<file path="src/rtl/sc_regshifter_flags_if.sv">
// Register/shifter bus: ALU result and flags in, registered data and active-low status flags out.
// The master modport is the ALU/state-machine side; the slave modport is the shifter.
interface sc_regshifter_flags_if #(
  parameter int DATAWIDTH_BUS                  = 8,
  parameter int DATAWIDTH_REGSHIFTER_SELECTION = 2
);
  logic [DATAWIDTH_BUS-1:0]                  SC_REGSHIFTER_Data_InBUS;
  logic                                      SC_REGSHIFTER_Load_InLow;
  logic [DATAWIDTH_REGSHIFTER_SELECTION-1:0] SC_REGSHIFTER_ShiftSelection_InLow;
  logic                                      SC_REGSHIFTER_ALUCarry_InHigh;
  logic                                      SC_REGSHIFTER_ALUOverflow_InHigh;
  logic [DATAWIDTH_BUS-1:0]                  SC_REGSHIFTER_Data_OutBUS;
  logic                                      SC_REGSHIFTER_Overflow_OutLow;
  logic                                      SC_REGSHIFTER_Carry_OutLow;
  logic                                      SC_REGSHIFTER_Negative_OutLow;
  logic                                      SC_REGSHIFTER_Zero_OutLow;

  modport master (
    output SC_REGSHIFTER_Data_InBUS,
    output SC_REGSHIFTER_Load_InLow,
    output SC_REGSHIFTER_ShiftSelection_InLow,
    output SC_REGSHIFTER_ALUCarry_InHigh,
    output SC_REGSHIFTER_ALUOverflow_InHigh,
    input  SC_REGSHIFTER_Data_OutBUS,
    input  SC_REGSHIFTER_Overflow_OutLow,
    input  SC_REGSHIFTER_Carry_OutLow,
    input  SC_REGSHIFTER_Negative_OutLow,
    input  SC_REGSHIFTER_Zero_OutLow
  );

  modport slave (
    input  SC_REGSHIFTER_Data_InBUS,
    input  SC_REGSHIFTER_Load_InLow,
    input  SC_REGSHIFTER_ShiftSelection_InLow,
    input  SC_REGSHIFTER_ALUCarry_InHigh,
    input  SC_REGSHIFTER_ALUOverflow_InHigh,
    output SC_REGSHIFTER_Data_OutBUS,
    output SC_REGSHIFTER_Overflow_OutLow,
    output SC_REGSHIFTER_Carry_OutLow,
    output SC_REGSHIFTER_Negative_OutLow,
    output SC_REGSHIFTER_Zero_OutLow
  );
endinterface

</file>
<file path="src/rtl/sc_regshifter_flags.sv">
// Result register with load / logical shift left / shift right and active-low N/Z/C/V flags.
// Latency: one clock, every output straight from a flop. Backpressure: none, an operation is accepted every cycle.
module sc_regshifter_flags #(
  parameter int DATAWIDTH_BUS                  = 8,
  parameter int DATAWIDTH_REGSHIFTER_SELECTION = 2
) (
  input  logic                 SC_REGSHIFTER_CLOCK_50,
  input  logic                 SC_REGSHIFTER_Reset_InHigh,
  sc_regshifter_flags_if.slave regshifter_bus
);

  localparam int W  = DATAWIDTH_BUS;
  localparam int SW = DATAWIDTH_REGSHIFTER_SELECTION;

  localparam logic [SW-1:0] SEL_LEFT  = SW'(1);
  localparam logic [SW-1:0] SEL_RIGHT = SW'(2);

  // Flags are kept in their active-low output form so the ports are driven by flops directly.
  typedef struct packed {
    logic overflow_n;
    logic carry_n;
    logic negative_n;
    logic zero_n;
  } flags_n_t;

  localparam flags_n_t FLAGS_RESET = '{overflow_n: 1'b1, carry_n: 1'b1, negative_n: 1'b1, zero_n: 1'b0};

  logic [W-1:0] data_q;
  logic [W-1:0] data_nxt;
  flags_n_t     flags_q;
  flags_n_t     flags_nxt;
  logic         result_update;

  always_comb begin
    data_nxt      = data_q;
    flags_nxt     = flags_q;
    result_update = 1'b0;
    if (!regshifter_bus.SC_REGSHIFTER_Load_InLow) begin
      data_nxt             = regshifter_bus.SC_REGSHIFTER_Data_InBUS;
      flags_nxt.carry_n    = ~regshifter_bus.SC_REGSHIFTER_ALUCarry_InHigh;
      flags_nxt.overflow_n = ~regshifter_bus.SC_REGSHIFTER_ALUOverflow_InHigh;
      result_update        = 1'b1;
    end else if (regshifter_bus.SC_REGSHIFTER_ShiftSelection_InLow == SEL_LEFT) begin
      // Left shift flags a sign change as signed overflow.
      data_nxt             = {data_q[W-2:0], 1'b0};
      flags_nxt.carry_n    = ~data_q[W-1];
      flags_nxt.overflow_n = ~(data_q[W-1] ^ data_q[W-2]);
      result_update        = 1'b1;
    end else if (regshifter_bus.SC_REGSHIFTER_ShiftSelection_InLow == SEL_RIGHT) begin
      data_nxt             = {1'b0, data_q[W-1:1]};
      flags_nxt.carry_n    = ~data_q[0];
      flags_nxt.overflow_n = 1'b1;
      result_update        = 1'b1;
    end
    if (result_update) begin
      flags_nxt.negative_n = ~data_nxt[W-1];
      flags_nxt.zero_n     = (data_nxt != '0);
    end
  end

  always_ff @(posedge SC_REGSHIFTER_CLOCK_50 or posedge SC_REGSHIFTER_Reset_InHigh) begin
    if (SC_REGSHIFTER_Reset_InHigh) begin
      data_q  <= '0;
      flags_q <= FLAGS_RESET;
    end else begin
      data_q  <= data_nxt;
      flags_q <= flags_nxt;
    end
  end

  assign regshifter_bus.SC_REGSHIFTER_Data_OutBUS     = data_q;
  assign regshifter_bus.SC_REGSHIFTER_Overflow_OutLow = flags_q.overflow_n;
  assign regshifter_bus.SC_REGSHIFTER_Carry_OutLow    = flags_q.carry_n;
  assign regshifter_bus.SC_REGSHIFTER_Negative_OutLow = flags_q.negative_n;
  assign regshifter_bus.SC_REGSHIFTER_Zero_OutLow     = flags_q.zero_n;

endmodule

</file>
<file path="src/flat_wrapper.sv">
// flat-port wrapper written by rule: the top's interface ports become plain ports
module sc_regshifter_flags_flat 
#(
  parameter int DATAWIDTH_BUS                  = 8,
  parameter int DATAWIDTH_REGSHIFTER_SELECTION = 2
)
  (SC_REGSHIFTER_CLOCK_50, SC_REGSHIFTER_Reset_InHigh, regshifter_bus_SC_REGSHIFTER_Data_InBUS, regshifter_bus_SC_REGSHIFTER_Load_InLow, regshifter_bus_SC_REGSHIFTER_ShiftSelection_InLow, regshifter_bus_SC_REGSHIFTER_ALUCarry_InHigh, regshifter_bus_SC_REGSHIFTER_ALUOverflow_InHigh, regshifter_bus_SC_REGSHIFTER_Data_OutBUS, regshifter_bus_SC_REGSHIFTER_Overflow_OutLow, regshifter_bus_SC_REGSHIFTER_Carry_OutLow, regshifter_bus_SC_REGSHIFTER_Negative_OutLow, regshifter_bus_SC_REGSHIFTER_Zero_OutLow);
  sc_regshifter_flags_if #(.DATAWIDTH_BUS(DATAWIDTH_BUS), .DATAWIDTH_REGSHIFTER_SELECTION(DATAWIDTH_REGSHIFTER_SELECTION)) regshifter_bus_i ();
  input  logic SC_REGSHIFTER_CLOCK_50;
  input  logic SC_REGSHIFTER_Reset_InHigh;
  input wire logic [$bits(regshifter_bus_i.SC_REGSHIFTER_Data_InBUS)-1:0] regshifter_bus_SC_REGSHIFTER_Data_InBUS;
  input wire logic [$bits(regshifter_bus_i.SC_REGSHIFTER_Load_InLow)-1:0] regshifter_bus_SC_REGSHIFTER_Load_InLow;
  input wire logic [$bits(regshifter_bus_i.SC_REGSHIFTER_ShiftSelection_InLow)-1:0] regshifter_bus_SC_REGSHIFTER_ShiftSelection_InLow;
  input wire logic [$bits(regshifter_bus_i.SC_REGSHIFTER_ALUCarry_InHigh)-1:0] regshifter_bus_SC_REGSHIFTER_ALUCarry_InHigh;
  input wire logic [$bits(regshifter_bus_i.SC_REGSHIFTER_ALUOverflow_InHigh)-1:0] regshifter_bus_SC_REGSHIFTER_ALUOverflow_InHigh;
  output wire logic [$bits(regshifter_bus_i.SC_REGSHIFTER_Data_OutBUS)-1:0] regshifter_bus_SC_REGSHIFTER_Data_OutBUS;
  output wire logic [$bits(regshifter_bus_i.SC_REGSHIFTER_Overflow_OutLow)-1:0] regshifter_bus_SC_REGSHIFTER_Overflow_OutLow;
  output wire logic [$bits(regshifter_bus_i.SC_REGSHIFTER_Carry_OutLow)-1:0] regshifter_bus_SC_REGSHIFTER_Carry_OutLow;
  output wire logic [$bits(regshifter_bus_i.SC_REGSHIFTER_Negative_OutLow)-1:0] regshifter_bus_SC_REGSHIFTER_Negative_OutLow;
  output wire logic [$bits(regshifter_bus_i.SC_REGSHIFTER_Zero_OutLow)-1:0] regshifter_bus_SC_REGSHIFTER_Zero_OutLow;
  assign regshifter_bus_i.SC_REGSHIFTER_Data_InBUS = regshifter_bus_SC_REGSHIFTER_Data_InBUS;
  assign regshifter_bus_i.SC_REGSHIFTER_Load_InLow = regshifter_bus_SC_REGSHIFTER_Load_InLow;
  assign regshifter_bus_i.SC_REGSHIFTER_ShiftSelection_InLow = regshifter_bus_SC_REGSHIFTER_ShiftSelection_InLow;
  assign regshifter_bus_i.SC_REGSHIFTER_ALUCarry_InHigh = regshifter_bus_SC_REGSHIFTER_ALUCarry_InHigh;
  assign regshifter_bus_i.SC_REGSHIFTER_ALUOverflow_InHigh = regshifter_bus_SC_REGSHIFTER_ALUOverflow_InHigh;
  assign regshifter_bus_SC_REGSHIFTER_Data_OutBUS = regshifter_bus_i.SC_REGSHIFTER_Data_OutBUS;
  assign regshifter_bus_SC_REGSHIFTER_Overflow_OutLow = regshifter_bus_i.SC_REGSHIFTER_Overflow_OutLow;
  assign regshifter_bus_SC_REGSHIFTER_Carry_OutLow = regshifter_bus_i.SC_REGSHIFTER_Carry_OutLow;
  assign regshifter_bus_SC_REGSHIFTER_Negative_OutLow = regshifter_bus_i.SC_REGSHIFTER_Negative_OutLow;
  assign regshifter_bus_SC_REGSHIFTER_Zero_OutLow = regshifter_bus_i.SC_REGSHIFTER_Zero_OutLow;
  sc_regshifter_flags #(.DATAWIDTH_BUS(DATAWIDTH_BUS), .DATAWIDTH_REGSHIFTER_SELECTION(DATAWIDTH_REGSHIFTER_SELECTION)) u_core (.SC_REGSHIFTER_CLOCK_50(SC_REGSHIFTER_CLOCK_50), .SC_REGSHIFTER_Reset_InHigh(SC_REGSHIFTER_Reset_InHigh), .regshifter_bus(regshifter_bus_i));
endmodule
</file>
<file path="config.mk">
export PLATFORM = sky130hd
export DESIGN_NAME = sc_regshifter_flags_flat
export DESIGN_NICKNAME = d
export VERILOG_FILES = /design/src/rtl/sc_regshifter_flags_if.sv /design/src/rtl/sc_regshifter_flags.sv /design/src/flat_wrapper.sv
export SDC_FILE = /design/constraint.sdc
export NUM_CORES = 1
export LEC_CHECK = 0
export CAP_MARGIN = 10
export CORE_UTILIZATION = 24
export CTS_CLUSTER_SIZE = 12
export DETAILED_ROUTE_END_ITERATION = 8
export PLACE_DENSITY_LB_ADDON = 0.08
export SYNTH_ARGS = -nofsm -noshare
export SYNTH_HDL_FRONTEND = slang
export SYNTH_SLANG_ARGS = --single-unit
</file>
<file path="constraint.sdc">
create_clock -name SC_REGSHIFTER_CLOCK_50 -period 1.15 [get_ports SC_REGSHIFTER_CLOCK_50]
set_input_delay 0.345 -clock SC_REGSHIFTER_CLOCK_50 [delete_from_list [all_inputs] [get_ports SC_REGSHIFTER_CLOCK_50]]
set_output_delay 0.345 -clock SC_REGSHIFTER_CLOCK_50 [all_outputs]
set_load 0.05 [all_outputs]
</file>
==> flow_summary.yaml <==
# physical design summary
global_route:
  global_route.usage.total_pct: 16.2
  first_global_vias: 881
  grt.overflow.total: 0
detailed_routing:
  met2RoutedLength_mm: 1.22
  routed-wl-met3_um: 113
  total_via_count_after_detailed_routing: 837
worst_setup_path:
  timing.critical_path.fanout_max: 2
  crit-reg2reg-launch: "u_core.regshifter_bus.SC_REGSHIFTER_Data_OutBUS[7]$_DFF_PP0_"
  crit_chain: "buf_12"
  worstReg2RegEnd: "u_core.regshifter_bus.SC_REGSHIFTER_Zero_OutLow$_DFFE_PP0P_"
  cp_top_family: "flip-flops"
final_timing:
  postLayoutSetupSlackWorst_ps: -185
  worst_slew_slack_as_a_fraction_of_its_limit_pct: 83.3
  hold_viol_final: 0
  final-setup-viol-count: 19
die:
  die_area_um2: 3420
  fp.dieH_um: 58.5
  taps: 44
finish:
  non_filler_cells_final: 192
  numSequentialCells: 12
  largest_class: "non-clock buffers"
  multi_input_comb_cells: 56
  final.fill_count: 270
placement:
  place.detailed.instances: 169
clock_tree:
  cts_made_buffers: 3
pwr:
  powerSeq_mw: 0.525
  total_leakage_power_nw: 0.784
  clock_net_power_mw: 0.351
  comb_power_mw: 0.989
  power.largest_group: "combinational cells"
yosys:
  syn-cell-area_um2: 766
  top_cells_by_area: "dfrtp_1 (29%), mux2i_1 (10%), dfstp_2 (10%)"
  ys_seq_share_pct: 39.7
  yosys_chip_area_um2: 766
  synth_area_leader_cell: "dfrtp_1"
  synthesis.instances: 79
hold_path:
  min_path_type: "primary input to async pin"
run_status:
  run_status: "complete, but fails checks"
  violations_in_the_final_reports: "negative setup slack"
==> timing repair <==
action,in CTS,in global routing
gates resized,41,7
gates cloned,1,0
pin swaps,10,6
buffers inserted,20,2
hold buffers,0,0
setup endpoints to repair,24,21
==> synthesized netlist by cell type (all sizes together) <==
master and n:
dfrtp 9, mux2i 8, nand2 7, inv 6, o21ai 6, nor2 5
buf 4, mux2 4, nand2b 4, o211ai 4, a21oi 3, dfstp 3
a31oi 2, ha 2, nand3 2, nor3 2, clkbuf 1, nor4 1
o22ai 1, o311ai 1, o31a 1, o41ai 1, or3b 1, xor2 1
==> metrics by stage <==
step / worst slack (ps) / hold WS [ps] / TNS (ps) / cell area (um^2)
after global routing: -213 / 381 / -3010 / 1750
after CTS: -190 / 360 / -2470 / 1730
final: -185 / 358 / -2230 / 1750
after global placement: -921 / 542 / -9420 / 1440
after floorplan: -344 / 207 / -1210 / 827
after detailed placement: -975 / 535 / -9610 / 1440
==> layer usage <==
layer,GRT usage [%],vias to the layer above
li1,-,422
met1,20.0,394
met2,28.1,19
met3,4.40,2
met4,4.08,0
met5,0,-
==> cells by family (layout without fill, tap and decap cells) <==
group	after synthesis	in the layout	share of synthesized area, %
compound gates	19	19	17.6
xor+xnor	1	1	1.14
fa+ha+maj	2	2	3.27
buf+inv	11	80	7.19
flops	12	12	39.7
mux	12	12	16.3
simple gates	22	22	14.7
==> cells in the final DEF, fill, tap and decap left out, types with 2 or more instances in the layout <==
cell type         n
dfstp_2           3
nand2b_1          3
clkdlybuf4s50_1   8
dfrtp_1           8
buf_4            24
inv_1             4
dlygate4sd2_1     4
nand2_1           6
nand3_1           2
clkbuf_4          3
a21oi_1           2
nor2_1            4
o211ai_1          4
buf_6            19
mux2_4            4
ha_4              2
buf_12           14
mux2i_1           7
o21ai_1           6
==> state kept, by name, indices dropped and copies added (netlist names) <==
signal,count
u_core.regshifter_bus.SC_REGSHIFTER_Negative_OutLow,1
u_core.regshifter_bus.SC_REGSHIFTER_Carry_OutLow,1
u_core.regshifter_bus.SC_REGSHIFTER_Data_OutBUS,8
u_core.regshifter_bus.SC_REGSHIFTER_Zero_OutLow,1
u_core.regshifter_bus.SC_REGSHIFTER_Overflow_OutLow,1
==> worst max-delay path by stage <==
stage | start | to | slack (ps) | depth (start not counted)
after detailed placement | regshifter_bus_SC_REGSHIFTER_ShiftSelection_InLow[0] | u_core.regshifter_bus.SC_REGSHIFTER_Zero_OutLow$_DFFE_PP0P_ | -970 | 7
after CTS | flop | regshifter_bus_SC_REGSHIFTER_Overflow_OutLow | -190 | 1
after global placement | regshifter_bus_SC_REGSHIFTER_ShiftSelection_InLow[0] | u_core.regshifter_bus.SC_REGSHIFTER_Zero_OutLow$_DFFE_PP0P_ | -920 | 7
final | flop | regshifter_bus_SC_REGSHIFTER_Overflow_OutLow | -190 | 1
after global routing | flop | regshifter_bus_SC_REGSHIFTER_Overflow_OutLow | -210 | 1
after floorplan | regshifter_bus_SC_REGSHIFTER_ShiftSelection_InLow[1] | u_core.regshifter_bus.SC_REGSHIFTER_Zero_OutLow$_DFFE_PP0P_ | -340 | 7
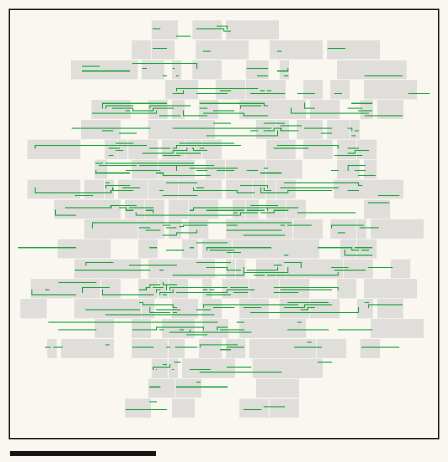
*The metal 1 layer*
Scale bar: 20 um. Cells faint in the background.
135 nets have wire on it. The layer carries 1040 um of wire. The wires run mostly horizontal. The layer holds 43% of the routed length.

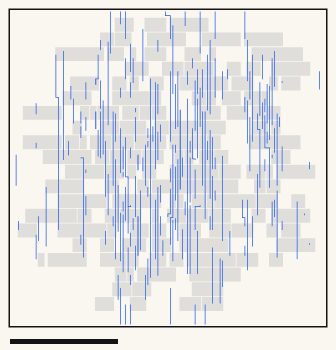
*Metal 2*
Scale bar: 20 um. Cells faint in the background.
The longest straight run is 36.7 um. The layer holds 51% of the routed length. The wires run mostly vertical.

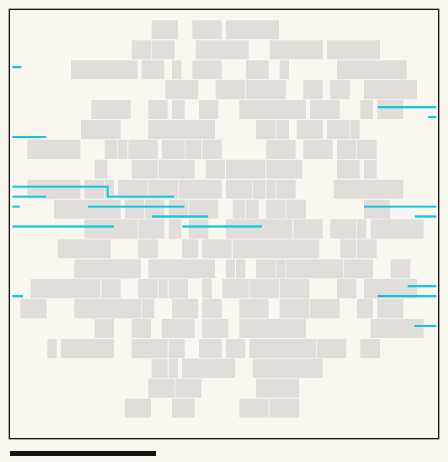
*M3 wires*
Scale bar: 20 um. Cells faint in the background.
The layer holds 4.8% of the routed length. The longest straight run is 13.6 um. The layer carries 114 um of wire.

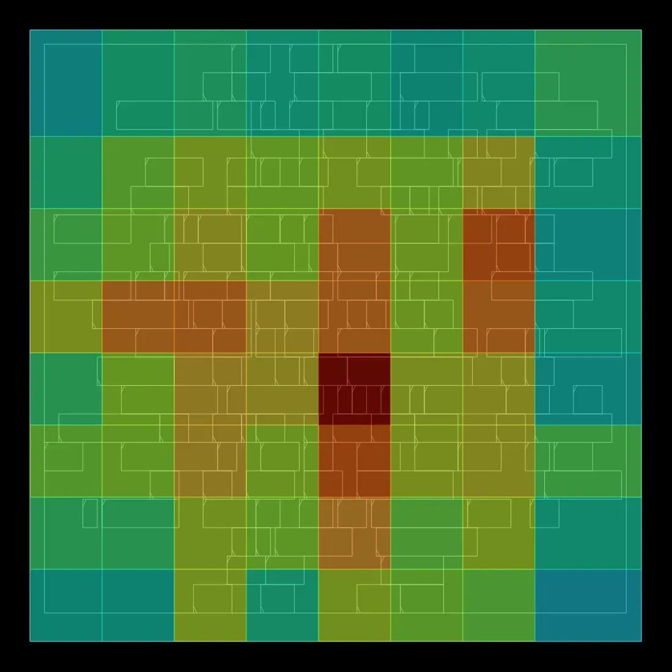
*Routing congestion map*
M1 GR Usage: 20.0%
share of the core filled with cells in the final layout: 57.7%
GRT busiest layer: met2
met2 track demand over resource: 28.1%

No activity file was given, so power comes from the tool's default toggle rates.
